**Cell classes on the final placement**

The bar under the picture is 50 um long.
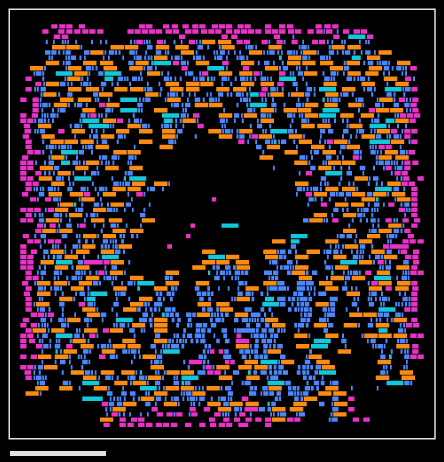
**Sequential cells grouped by signal name**

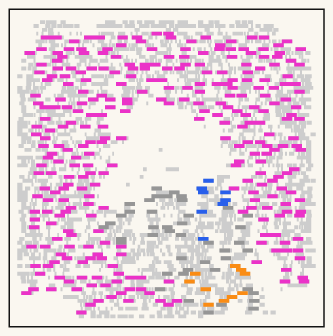
**Track usage over the die**

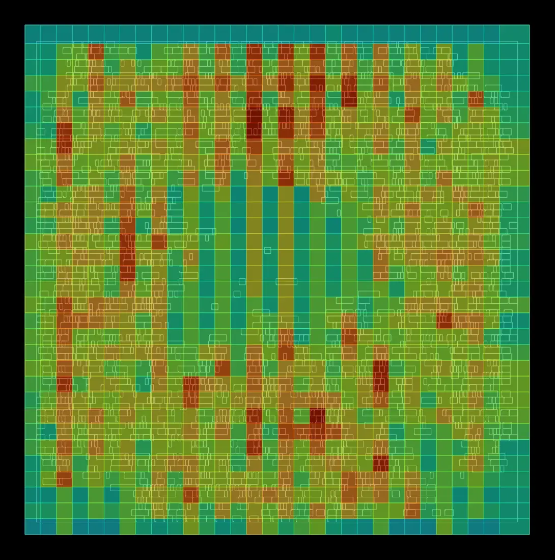
Design uart_frame_tx, sky130hd; sources not shown.
==> out/summary.log <==
[die] total die size 0.0488 mm2
[global_routing] global-route wire length before repair 75100 um
[cells_and_area] number of clock buffers in the layout 66
[timing] pin slew with the least headroom to its limit 1.10 ns
[flow_run] number of logged tool warnings 47
[yosys] Simple-Gate Fraction of Synth Area 25.8%
[drt] via total after detailed routing 15100
[cells_and_area] Top class by area multi-input combinational cells
[drt] starting DRC count in detailed routing 1076
[cts] TritonCTS clock tree built
[setup_path] CP Launch Type flop
[min_path] depth of the worst hold-timing path 2
[timing] total negative setup slack 0 ns
[power] total power density per cell area 348 mW/mm2
[yosys] FA/HA/MAJ Cells, Area Fraction 1.09%
[cells_and_area] most used cells in the layout excluding fill and tap cells sky130_fd_sc_hd__nand2_1 (620), sky130_fd_sc_hd__dfxtp_1 (358), sky130_fd_sc_hd__nor2_1 (334)
[yosys] netlist area before placement 0.0160 mm2
[cts] clock latency on the worst-skew pair 0.56 ns
[cts] clock tree sinks 358
[die] core utilization before placement 36.5%
[drt] router iterations before antenna repair 5
[drt] highest metal used met5
[global_routing] via count of the first global-routing pass 14400
[setup_path] cells on worst reg2reg path 7
[global_routing] grt total ovfl 0
[cells_and_area] Largest register FFs 296
[power] total leakage power 7.20 nW
[timing] Final Cycle Share 57.2%
[yosys] sequential share of the synthesized area 44.7%
[power] Top power group sequential cells
[yosys] cells taking the most area after synthesis sky130_fd_sc_hd__dfxtp_1 (45%), sky130_fd_sc_hd__a311oi_1 (16%), sky130_fd_sc_hd__nand2_1 (15%)
[cells_and_area] share of cell area taken by multi-input logic gates 38.5%
[cts] Clk Tree Root Cell sky130_fd_sc_hd__clkbuf_16
[cts] number of buffers created by CTS 42
[setup_path] cell with the largest stage delay on the worst path sky130_fd_sc_hd__dfxtp_1
[drt] DRC Markers 0
[yosys] YS chip area 0.0160 mm2
[timing] tightest slew margin relative to the limit 26.4%
[timing] unrepaired setup endpoints after global routing false
[setup_path] slack of the worst reg-to-reg path 2.68 ns
[yosys] Async SR Flop Fraction 0%
[cells_and_area] number of flip-flops and latches 358
[yosys] Gate Count Post-Synth 2061
[timing] Final Max-Slew Violation Tally 0
[cts] maximum number of buffers from clock root to sink 3
[die] number of top-level pins 316
[cells_and_area] multi-input gate count 1500
[cells_and_area] Total Nets Final 2563
[timing] Final setup violation count 0
[setup_path] worst setup path class reg -> reg
[cts] CTS clk-pin slew, worst paths 0.06 ns
[cells_and_area] count of placed standard cells in the final layout, fillers left out 2876
[power] fraction of power spent switching nets 30.7%
[setup_path] buffers plus inverters on the worst setup path 4
[timing] final tally of hold violations 0
[power] share of total power in sequential cells 41.3%
[yosys] count of different cell masters after synthesis 62
[timing] Achievable Freq 0.279 GHz
[cells_and_area] non-clock inverter count in the final layout 15
[placed_design] placed insts 2792
[yosys] area share of xor/xnor cells in the synthesized design 0.547%
[cts] count of buffers added by post-CTS timing repair for setup 0
[power] internal power of the cells 5.01 mW
[min_path] path class of the lowest-slack min-delay path reg -> reg
[cells_and_area] Non-Clock Buffer Count 329
[setup_path] required arrival time at the worst endpoint 6.71 ns
[yosys] post-synthesis mux area share 0.890%
[placed_design] Placer Congestion 0.804
[die] overall die width 220 um
[global_routing] pin count of the biggest net entering global routing 271
[yosys] area leader, netlist sky130_fd_sc_hd__dfxtp_1
[power] worst-case vdd ir drop 0.181 mV
[placed_design] minimum setup slack after placement 2.92 ns
[setup_path] nature of the critical path endpoint flop
[yosys] largest family of logic cells by area simple AND/OR/NAND/NOR gates
[power] reported combinational group power 1.72 mW
[timing] Post-Route Skew 0.00973 ns
[cells_and_area] ant diodes 5
[setup_path] Crit path largest cell delay 0.72 ns
[cells_and_area] Gate Area 0.00800 mm2
[status] status finished, final reports clean
[drt] routed wire length on met2 20900 um
[cells_and_area] layout overhead on the synthesized area 29.5%
[setup_path] WP depth 7
[placed_design] number of I/O port buffers 315
[cells_and_area] ratio of cells with drive above 1 in the final layout 4.17%
[die] num tapcells 592
[yosys] number of nets at floorplan 2378
[yosys] Area leader share 44.7%
[die] Core ar. 0.0439 mm2
[cells_and_area] Commonest Layout Cell sky130_fd_sc_hd__nand2_1
[cells_and_area] Clock buffers and inverters, area share 6.92%
[yosys] flip-flops with a built-in enable 0
[cts] deepest level of the CTS H-tree 2
[power] logic gate share of total power 23.9%
[global_routing] met3 Resource Use GR 4.55%
[yosys] complex-gate fraction of the synthesized area 21.5%
[yosys] per-instance average area after synthesis 7.77 um2
[timing] final worst slack 2.68 ns
[setup_path] cell chain of the critical path inv_1 > o41ai_4 > buf_4 > buf_12 > buf_16 > nor2_1 > a311oi_1
[yosys] post-synthesis register bit count 358
[setup_path] family with the most delay on the worst path buffers and inverters
[cts] number of cells upsized or downsized after cts 0
[yosys] post-synthesis cell type with the largest instance count sky130_fd_sc_hd__nand2_1
[global_routing] antenna violations before repair 6
[power] power in the clock group 2.52 mW
[drt] mean number of vias per cell 5.26
[power] Design Power 7.22 mW
[timing] final worst hold slack 0.453 ns
[yosys] Synth top cells by count sky130_fd_sc_hd__nand2_1 (620), sky130_fd_sc_hd__dfxtp_1 (358), sky130_fd_sc_hd__nor2_1 (334)
[cells_and_area] # fillers 4378
[power] clock share of power 34.9%
[timing] final period demand of the worst path 3.58 ns
[flow_run] max-capacitance violation count 0
[placed_design] placed wire-length estimate after detailed placement 30400 um
[drt] Met3 Wirelength 2990 um
[cts] quantity of hold-fixing buffers added after cts 0
[setup_path] arrival time of data at the critical path endpoint 4.03 ns
[setup_path] maximum fanout along the worst path 197
[drt] DRT antenna net count 0
[drt] routed wire length 47100 um
[yosys] Synth Warn # 0
[cells_and_area] relative area of non-clock buffer cells in the final design 16.1%
[power] net switching power 2.22 mW
[placed_design] area post-placement 0.0192 mm2
[yosys] top flip-flop cell by instance count after synthesis sky130_fd_sc_hd__dfxtp_1
[yosys] Yosys Instances 2061
[drt] routed metal-1 wire length 22600 um
[die] Die Y-Extent 222 um
Back to the opening pictures, 'cell classes on the final placement':
cyan -> clock drivers and dummy loads  # cells 77, share of their area 7.2%
orange -> registers  # cells 358, share of their area 36%
blue -> remaining logic cells  # cells 1515, share of their area 40%
magenta -> remaining buffers and delay cells  # cells 329, share of their area 17%
design area: 0.0207 mm2
num rows: 77
Core Util, Final: 47.2%

Back to the opening pictures, 'sequential cells grouped by signal name':
blue -> u_tx.baud_cnt  # placed flops 8
magenta -> line_reg  # placed flops 296, where spread over the die
orange -> line_cnt  # placed flops 10
Sequential Area: 0.00717 mm2
flop share of the area: 34.5%
Sequential Power: 2.98 mW

Back to the opening pictures, 'track usage over the die':
global route hottest layer: met2
met2 usage: 28.2%
Overall Global Routing Usage: 18.3%
post-DR wirelength/cell: 16.4 um
met1 usage in global routing: 25.9%

Power and IR drop assume default switching activity.
